==> config.mk <==
export PLATFORM = sky130hd
export DESIGN_NAME = bm_calc_subpix
export DESIGN_NICKNAME = d
export VERILOG_FILES = /design/src/rtl/bm_pkg.sv /design/src/rtl/bm_div_pipe.sv /design/src/rtl/bm_calc_subpix.sv
export SDC_FILE = /design/constraint.sdc
export NUM_CORES = 1
export LEC_CHECK = 0
export ABC_AREA = 1
export ABC_CLOCK_PERIOD_IN_PS = 3100
export CAP_MARGIN = 20
export CORE_MARGIN = 3
export CORE_UTILIZATION = 47
export DETAILED_ROUTE_END_ITERATION = 6
export DONT_BUFFER_PORTS = 1
export PLACE_DENSITY = 0.61
export SLEW_MARGIN = 20
export SYNTH_ARGS = -nofsm -noshare
export SYNTH_HDL_FRONTEND = slang
export SYNTH_SLANG_ARGS = --single-unit
==> constraint.sdc <==
create_clock -name clk -period 3.1 [get_ports clk]
set_input_delay 0.62 -clock clk [delete_from_list [all_inputs] [get_ports clk]]
set_output_delay 0.62 -clock clk [all_outputs]
set_load 0.02 [all_outputs]
met1.png
Scale bar: 50 um.
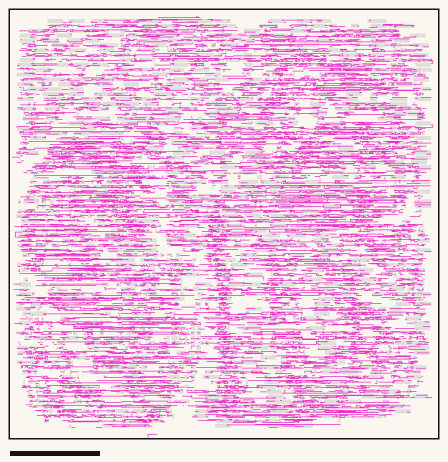
main direction: horizontal
share of all routed wire: 44%
longest straight run: 81.0 um
wire length on this layer: 33.0 mm
via count: 23300
total wire length: 75.7 mm

met2.png
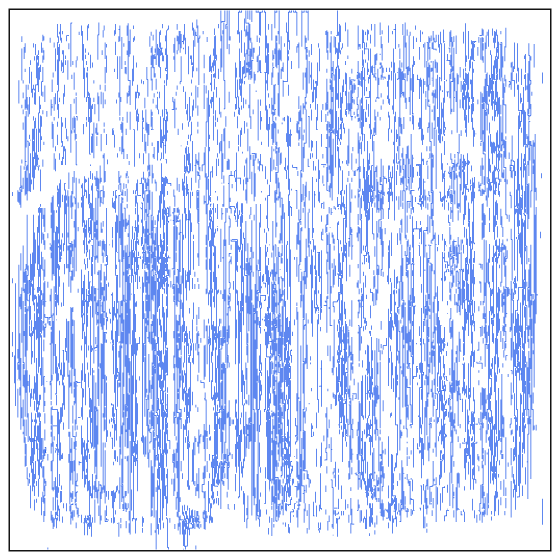
wire length on this layer: 37.0 mm
nets with wire on the layer: 3227
longest straight run: 94.0 um
main direction: vertical
met2 Usage GRT: 46.4%

met3.png
Scale bar: 50 um.
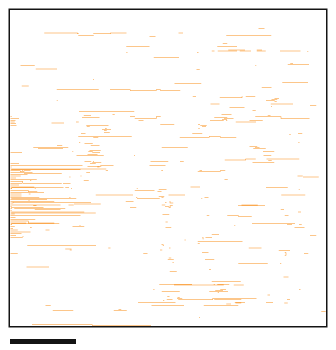
main direction: horizontal
nets with wire on the layer: 207
longest straight run: 72.0 um
share of all routed wire: 4.4%
grt met3 use: 3.95%

met4.png
Scale bar: 50 um.
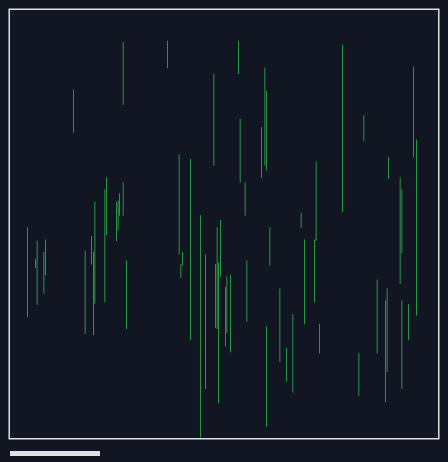
longest straight run: 124 um
nets with wire on the layer: 46
share of all routed wire: 3.3%
wire length on this layer: 2460 um
main direction: vertical

==> changes_impl.md <==
### Physical design

- Rel. slew slack: 29.0%
- Inverters: 481
- Ys cells: 3491
- Syn nets: 3791
- Design area: 29900 um^2
- FFs & Latches: 362
- Comb gates: 2540
- Clock Sink Count: 362
- Most frequent cell after synthesis: nand2_1
- Seq. cell area: 9060 um^2
- CP delay by family, top: simple AND/OR/NAND/NOR gates
- Final hold slack: -0.241 ns
- Cell area leaders: dfrtp_1 36%, nand2_1 16%, ha_1 11%
- Initial antenna violation count: 0
- Fin crit period: 3.56 ns
- Worst path arrival time: 4.00 ns
- Critical Path Max Stage Delay: 0.32 ns
- Met1 WL: 33.0 mm
- Critical Path Start Type: primary input
- Yosys top cell by area: dfrtp_1
- Ys flops: 362
- EDFF count, synth: 0
- Yosys warns: 0
- CLK BUF: 56
- Gr usage total: 26.7%
- CTS tree: done
- Synth top area share: 35.6%
- Die W: 239 um
- Sequential cell area share: 30.3%
- # diodes: 0
- Design Power: 25.1 mW
- Max layer used: met4
- Clk cell area share: 4.64%
- Simple-Gate Area Share: 25.1%
- Crit path depth: 29
- Die ar.: 57000 um^2
- Max Clock Skew: 0.0162 ns
- Final worst setup slack: -0.461 ns
- Largest power group: combinational cells
- Latency at later pin: 0.56 ns
- Largest net degree at the start of global routing: 435
- Crit path DRT: 3.54 ns
- Port Buffer Count: 0
- Static Leak: 15.5 nW
- # DRC: 0
- CP most frequent cell: nand2_2
- Comb pwr share: 52.9%
- Sequential share of the synthesized area: 35.6%
- Wire length per cell: 17.3 um
- Hold Crit Class: primary input to asynchronous set/reset pin
- Dpl cell area: 27200 um^2
- DR iter-0 viols: 1376
- CTS buffer count: 42
- Seq pwr: 6.82 mW
- Setup crit end kind: flip-flop
- XOR/XNOR Area Share: 3.72%
- Global-route wire length before repair: 123 mm
- Top FF cell, synth: dfrtp_1
- Yosys stat area: 25400 um^2
- Post-Synth Adder-Cell Area: 12.6%
- Max Root-Sink Buffers: 3
- Worst vdd ir: 0.484 mV
- Final core utilization: 56.2%
- Sw Ratio: 44.0%
- Top Ports: 83
- Post-CTS Setup Bufs: 39
- Die H: 239 um
- RSZ-0062 raised after global routing: yes
- Fillers: 5129
- Worst-margin pin slew: 1.06 ns
- Area growth syn-to-layout: 17.4%
- Finished Layout Cells: 4381
- Async set or reset register ratio after synthesis: 100%
- PD cells: 841 nW/um^2
- Worst path buffer plus inverter count: 3
- DRT Pass-1 Iters: 5
- Gpl congestion: 0.953
- Placed cell count: 4247
- Final hold violation count: 306
- Clk pwr: 5.01 mW
- DR WL met3: 3.31 mm
- Failing checks: negative hold slack, negative setup slack
- Clock group share of total power: 20.0%
- Worst path slowest cell: ha_4
- Comb/total area: 49.8%
- Logic area: 14900 um^2
- Kind of critical path: primary input to flip-flop
- Total combinational power: 13.3 mW
- Vias in the first global route: 23400
- TNS Setup: -9.21 ns
- Layout cell share with drive strength beyond 1: 13.5%
- Final setup fails: 23
- Tap Count: 688
- Worst Reg2Reg Path Length in Cells: 12
- R2R setup slack: 0.43 ns
- WL met2: 37.0 mm
- Flop pwr share: 27.2%
- Peak-usage layer in the global routing report: met2
- Vias per inst: 5.32
- Post-layout period usage: 115%
- Internal power: 14.1 mW
- GR Layer Usage met1: 34.1%
- Syn Area/Cell: 7.29 um^2
- Max-slew violation count: 0
- Status: complete, but fails checks
- Signal buffers: 235
- Sw power: 11.1 mW
- DP HPWL: 56.6 mm
- Rows: 84
- Most frequent cells in the layout: 1051 x nand2_1, 457 x inv_1, 362 x dfrtp_1
- Data buffer area share: 6.18%
- Leading cell kind: logic gates
- F_max: 281 MHz
- H-tree depth: 2
- Max_cap viols: 0
- GR Overflow Total: 0
- Most numerous logic cell after layout: nand2_1
- Top non-seq family: simple AND/OR/NAND/NOR gates
Power figures rest on the tool's default switching activity, not on a simulated workload.
